[src/rtl/bringup_sequencer.sv]
// bringup_sequencer: resets the backend, shifts an 8-bit gain frame out serially, then waits for ready with bounded retries
module bringup_sequencer #(
  parameter int SCLK_DIV  = 4,
  parameter int RST_CYC   = 8,
  parameter int TIMEOUT   = 1024,
  parameter int MAX_RETRY = 3
) (
  input  logic       i_mainclk,
  input  logic       i_resetbFPGA,
  input  logic       i_cfg_valid,
  input  logic [1:0] i_gainA1,
  input  logic [2:0] i_gainA2,
  input  logic       i_ready,
  output logic       o_cfg_accept,
  output logic       o_resetbAll,
  output logic       o_sclk,
  output logic       o_sdout,
  output logic       o_done,
  output logic       o_error
);
  localparam int CMAX = (TIMEOUT > RST_CYC) ? ((TIMEOUT > SCLK_DIV) ? TIMEOUT : SCLK_DIV)
                                            : ((RST_CYC > SCLK_DIV) ? RST_CYC : SCLK_DIV);
  localparam int CW = $clog2(CMAX + 1);
  localparam int RW = $clog2(MAX_RETRY + 1);
  localparam logic [CW-1:0] RST_LAST = CW'(RST_CYC - 1);
  localparam logic [CW-1:0] DIV_LAST = CW'(SCLK_DIV - 1);
  localparam logic [CW-1:0] TO_LAST = CW'(TIMEOUT - 1);
  localparam logic [RW-1:0] RETRY_MAX = RW'(MAX_RETRY);
  typedef enum logic [2:0] {IDLE, RST_HOLD, SHIFT, WAIT_READY, DONE, ERROR} state_t;
  state_t        r_state;
  logic [7:0]    r_frame;
  logic [CW-1:0] r_cnt;
  logic [2:0]    r_bit;
  logic [RW-1:0] r_retry;
  logic          r_sync1;
  logic          r_sync2;
  logic [RW-1:0] w_retry_inc;
  assign w_retry_inc = r_retry + 1'b1;
  // One counter serves reset hold, half-period timing and ready timeout; it reloads on every phase change
  always_ff @(posedge i_mainclk) begin
    if (!i_resetbFPGA) begin
      r_state      <= IDLE;
      r_frame      <= '0;
      r_cnt        <= '0;
      r_bit        <= '0;
      r_retry      <= '0;
      r_sync1      <= 1'b0;
      r_sync2      <= 1'b0;
      o_cfg_accept <= 1'b0;
      o_resetbAll  <= 1'b0;
      o_sclk       <= 1'b0;
      o_sdout      <= 1'b0;
      o_done       <= 1'b0;
      o_error      <= 1'b0;
    end else begin
      r_sync1      <= i_ready;
      r_sync2      <= r_sync1;
      o_cfg_accept <= 1'b0;
      case (r_state)
        IDLE, DONE, ERROR: if (i_cfg_valid) begin
          r_frame      <= {3'b101, i_gainA2, i_gainA1};
          o_cfg_accept <= 1'b1;
          r_retry      <= '0;
          o_done       <= 1'b0;
          o_error      <= 1'b0;
          o_resetbAll  <= 1'b0;
          r_cnt        <= '0;
          r_state      <= RST_HOLD;
        end
        RST_HOLD: if (r_cnt == RST_LAST) begin
          r_state     <= SHIFT;
          o_resetbAll <= 1'b1;
          o_sdout     <= r_frame[7];
          r_cnt       <= '0;
          r_bit       <= '0;
        end else begin
          r_cnt <= r_cnt + 1'b1;
        end
        SHIFT: if (r_cnt != DIV_LAST) begin
          r_cnt <= r_cnt + 1'b1;
        end else begin
          r_cnt  <= '0;
          o_sclk <= ~o_sclk;
          if (o_sclk && r_bit == 3'd7) begin
            r_state <= WAIT_READY;
            o_sdout <= 1'b0;
          end else if (o_sclk) begin
            r_bit   <= r_bit + 1'b1;
            o_sdout <= r_frame[3'd6 - r_bit];
          end
        end
        WAIT_READY: if (r_sync2) begin
          r_state <= DONE;
          o_done  <= 1'b1;
        end else if (r_cnt != TO_LAST) begin
          r_cnt <= r_cnt + 1'b1;
        end else begin
          r_cnt   <= '0;
          r_retry <= w_retry_inc;
          if (w_retry_inc < RETRY_MAX) begin
            r_state     <= RST_HOLD;
            o_resetbAll <= 1'b0;
          end else begin
            r_state <= ERROR;
            o_error <= 1'b1;
          end
        end
        default: r_state <= IDLE;
      endcase
    end
  end
endmodule

[config.mk]
export PLATFORM = sky130hd
export DESIGN_NAME = bringup_sequencer
export DESIGN_NICKNAME = d
export VERILOG_FILES = /design/src/rtl/bringup_sequencer.sv
export SDC_FILE = /design/constraint.sdc
export NUM_CORES = 1
export LEC_CHECK = 0
export ABC_CLOCK_PERIOD_IN_PS = 1900
export CORE_MARGIN = 10
export CORE_UTILIZATION = 50
export DETAILED_ROUTE_END_ITERATION = 6
export HOLD_SLACK_MARGIN = 0.03
export PLACE_DENSITY = 0.74
export SKIP_LAST_GASP = 1
export SLEW_MARGIN = 20
export SYNTH_ARGS = -nofsm -noshare
export SYNTH_HDL_FRONTEND = slang
export SYNTH_SLANG_ARGS = --single-unit
[constraint.sdc]
create_clock -name i_mainclk -period 1.9 [get_ports i_mainclk]
set_input_delay 0.57 -clock i_mainclk [delete_from_list [all_inputs] [get_ports i_mainclk]]
set_output_delay 0.57 -clock i_mainclk [all_outputs]
set_load 0.01 [all_outputs]
==> reports/qor.csv <==
metric,value,unit
rr_startpoint,r_cnt[0]$_SDFFE_PN0P_,
yosysTopAreaCell,dfxtp_1,
warnings,30,
switchingPower,439.0,uW
p_clk,451,uW
top_cells_by_count,"dfxtp_1 (33), nor2_1 (23), nand2_1 (20)",
die_h,76.97,um
violations,setup timing,
diodes,0,
ys_sh_simple,27.29,%
cts_sinks,33,
synth-xor-area-share,4.857,%
postSynthSeqShare,40.71,%
lay_top_cells,"dfxtp_1 (28), buf_4 (26), nor2_1 (23)",
grt_util_met2,22.43,%
ys_area,1623,um^2
worst_hold_slack,0.4446,ns
gr-total-overflow,0,
drv_slew,0,
synth.distinct_cells,47,
fmax,508.8,MHz
min_to,r_sync2$_SDFF_PN0_,
seq_cell_power,742,uW
max-cap-violations,0,
reg.largest.list,"r_cnt: 11 flops, r_frame: 6 flops",
seqPwrFrac,47.8,%
cts_buffer_depth,2,
hold_start,r_sync1$_SDFF_PN0_,
adder_share,3.855,%
route.detailed.drc,0,
period_needed,1.965,ns
ff2ff_setup_slack,-0.07,ns
setup_viol,1,
chipArea,5924,um^2
postSynthAreaPerCell,8.408,um^2
rsz0062_at_grt,true,
fillers,267,
fin_area,2111,um^2
hp-class,flip-flop to flip-flop,
synth_top_area_share,40.71,%
vias_per_cell,5.554,
pin_count,15,
cp_data_required_time,2.18,ns
critPathMaxFanout,3,
drt-pass1-iter-count,4,
first_iter_violations,84,
p_comb_share,23.1,%
ys.flops,33,
ys.flop_type,dfxtp_1,
grt_max_degree,11,
yosysWarnings,0,
cts_hold_buf,0,
netlist_area,1623,um^2
grt_pass1_vias,1463,
ys_sh_aoi,18.43,%
slew_headroom,73.00,%
dr_wl_met2,1.921,mm
syn_to_final_growth,30.07,%
crit_slowest_cell,or4_4,
critPathTopFamily,simple AND/OR/NAND/NOR gates,
powerComb,359,uW
root_buffer,clkbuf_4,
startpoint,r_cnt[0]$_SDFFE_PN0P_,
postSynthCellCount,193,
ir_drop,455.1,uV
worst_ep_arrival_time,2.24,ns
clk_pin_slew,0.10,ns
tightest_slew,0.4013,ns
critPathBufInv,0,
numCtsBuffers,5,
placed_cells,270,
timing.rr.end,r_state[2]$_SDFFE_PN0P_,
dr.max_layer_used,met4,
io_buffer_count,14,
power-top-group,registers,
hold_viol,0,
edf_count,0,
dpl_cell_area,2004,um^2
grt_pass1_wl,6.644,mm
wl_met3,203,um
mux_share,1.388,%
dp_hpwl,2.993,mm
syn_nets,207,
powerDensity,735.0,nW/um^2
status,finished with violations,
final_nets,247,
ant_nets,0,
fp_util,52.72,%
cts_setup_buffers,0,
path_class,flip-flop to flip-flop,
grt_use_met1,15.34,%
power_leakage,0.0008113,uW
drt-met1-wl,1.653,mm
period_used_share,103.4,%
cp.depth,6,
topCombFamilyByArea,simple AND/OR/NAND/NOR gates,
busiest_layer,met2,
cts-htree-levels,2,
cpPeakStageDelay,0.50,ns
antenna_found_initial,0,
fin_ws,-0.06533,ns
cts_tree,yes,
intPower,1112,uW
holdPathStages,1,
cp-start-kind,flip-flop,
cts_resized,4,
drive_gt1_share,20.94,%
largest_reg_flops,11,
gp_congestion,0.8689,
crit_chain,ha_4 -> nand3_4 -> or4_4 -> a211o_1 -> or4_1 -> a21oi_1,
num_rows,20,
topCellsByArea,"dfxtp_1 (41%), nor2_1 (5.3%), nand2_1 (4.6%)",
ys_cells,193,
crit_path_end,r_state[2]$_SDFFE_PN0P_,
die_width,76.97,um
synthMostInstantiatedCell,dfxtp_1,
largest-register,r_cnt,
end_kind,flip-flop,
layout make-up:
class / count / area [um^2] / share of cell area, %
sequential: 33 / 666.9 / 31.59
clock inverter: 1 / 5.005 / 0.2371
tap: 44 / 55.05 / 2.608
multi-input combinational: 146 / 957.2 / 45.35
inverter: 7 / 26.28 / 1.245
timing repair buffer: 40 / 335.3 / 15.89
clock buffer: 7 / 65.06 / 3.082
metrics by stage:
step	utilization [%]	total power (uW)	worst slack (ns)
2_1_floorplan	-	941.7	-0.05858
3_3_place_gp	65.12	1075	-0.06315
3_5_place_dp	65.12	1095	-0.08349
4_1_cts	68.21	1547	-0.05485
5_1_grt	68.58	1628	-0.1598
6_report	68.58	1551	-0.06533
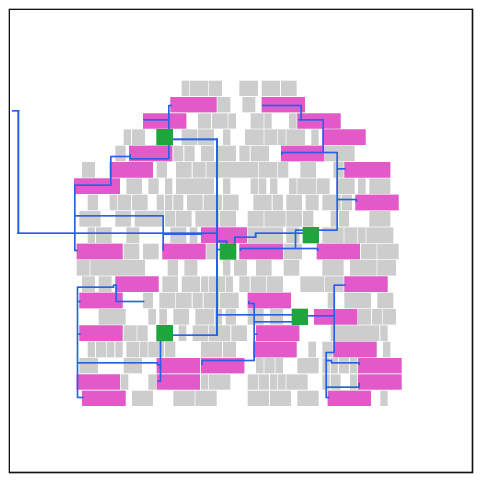
**Above:** clock network drawn from the DEF.
Scale: 6 px per um.
[clock wires] blue | length: 413 um
[clock drivers] green | count: 5
[flip-flops] magenta | count: 33
routed clock nets: 6
Late-Pin Clk Latency: 0.34 ns
Final Skew: 0.006415 ns
power share of the clock group: 29.0%

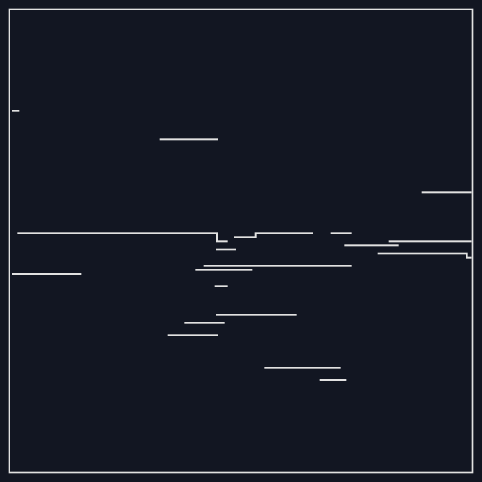
**Above:** metal 3.
Scale: 6 px per um.
nets with wire on the layer: 13
longest straight run: 33.1 um
share of all routed wire: 5.3%
DR vias: 1544
final wirelength: 3.832 mm
met3 Use GR: 4.545%

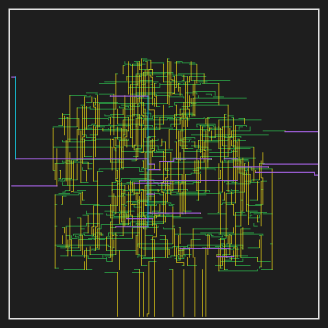
**Above:** metal layers overlaid.
Scale: 4 px per um.
[metal 1] green | wire length: 1650 um
[metal 3] purple | wire length: 204 um
[metal 2] yellow | wire length: 1920 um
[metal 4] cyan | wire length: 53.0 um
WL/cell: 13.78 um
Total GRT Usage: 13.30%

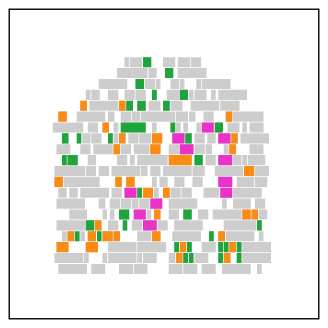
**Above:** selected gate families.
Scale: 4 px per um.
[inverting AOI/OAI gates] orange | cells: 34 | most used: a21oi_1
[AND-OR and OR-AND gates] magenta | cells: 11 | where: middle
[NAND gates] green | cells: 36 | most used: nand2_1
fin cells: 278
most frequent logic cell in the layout: dfxtp_1
Comb/total area: 45.35%

Power figures rest on the tool's default switching activity, not on a simulated workload.
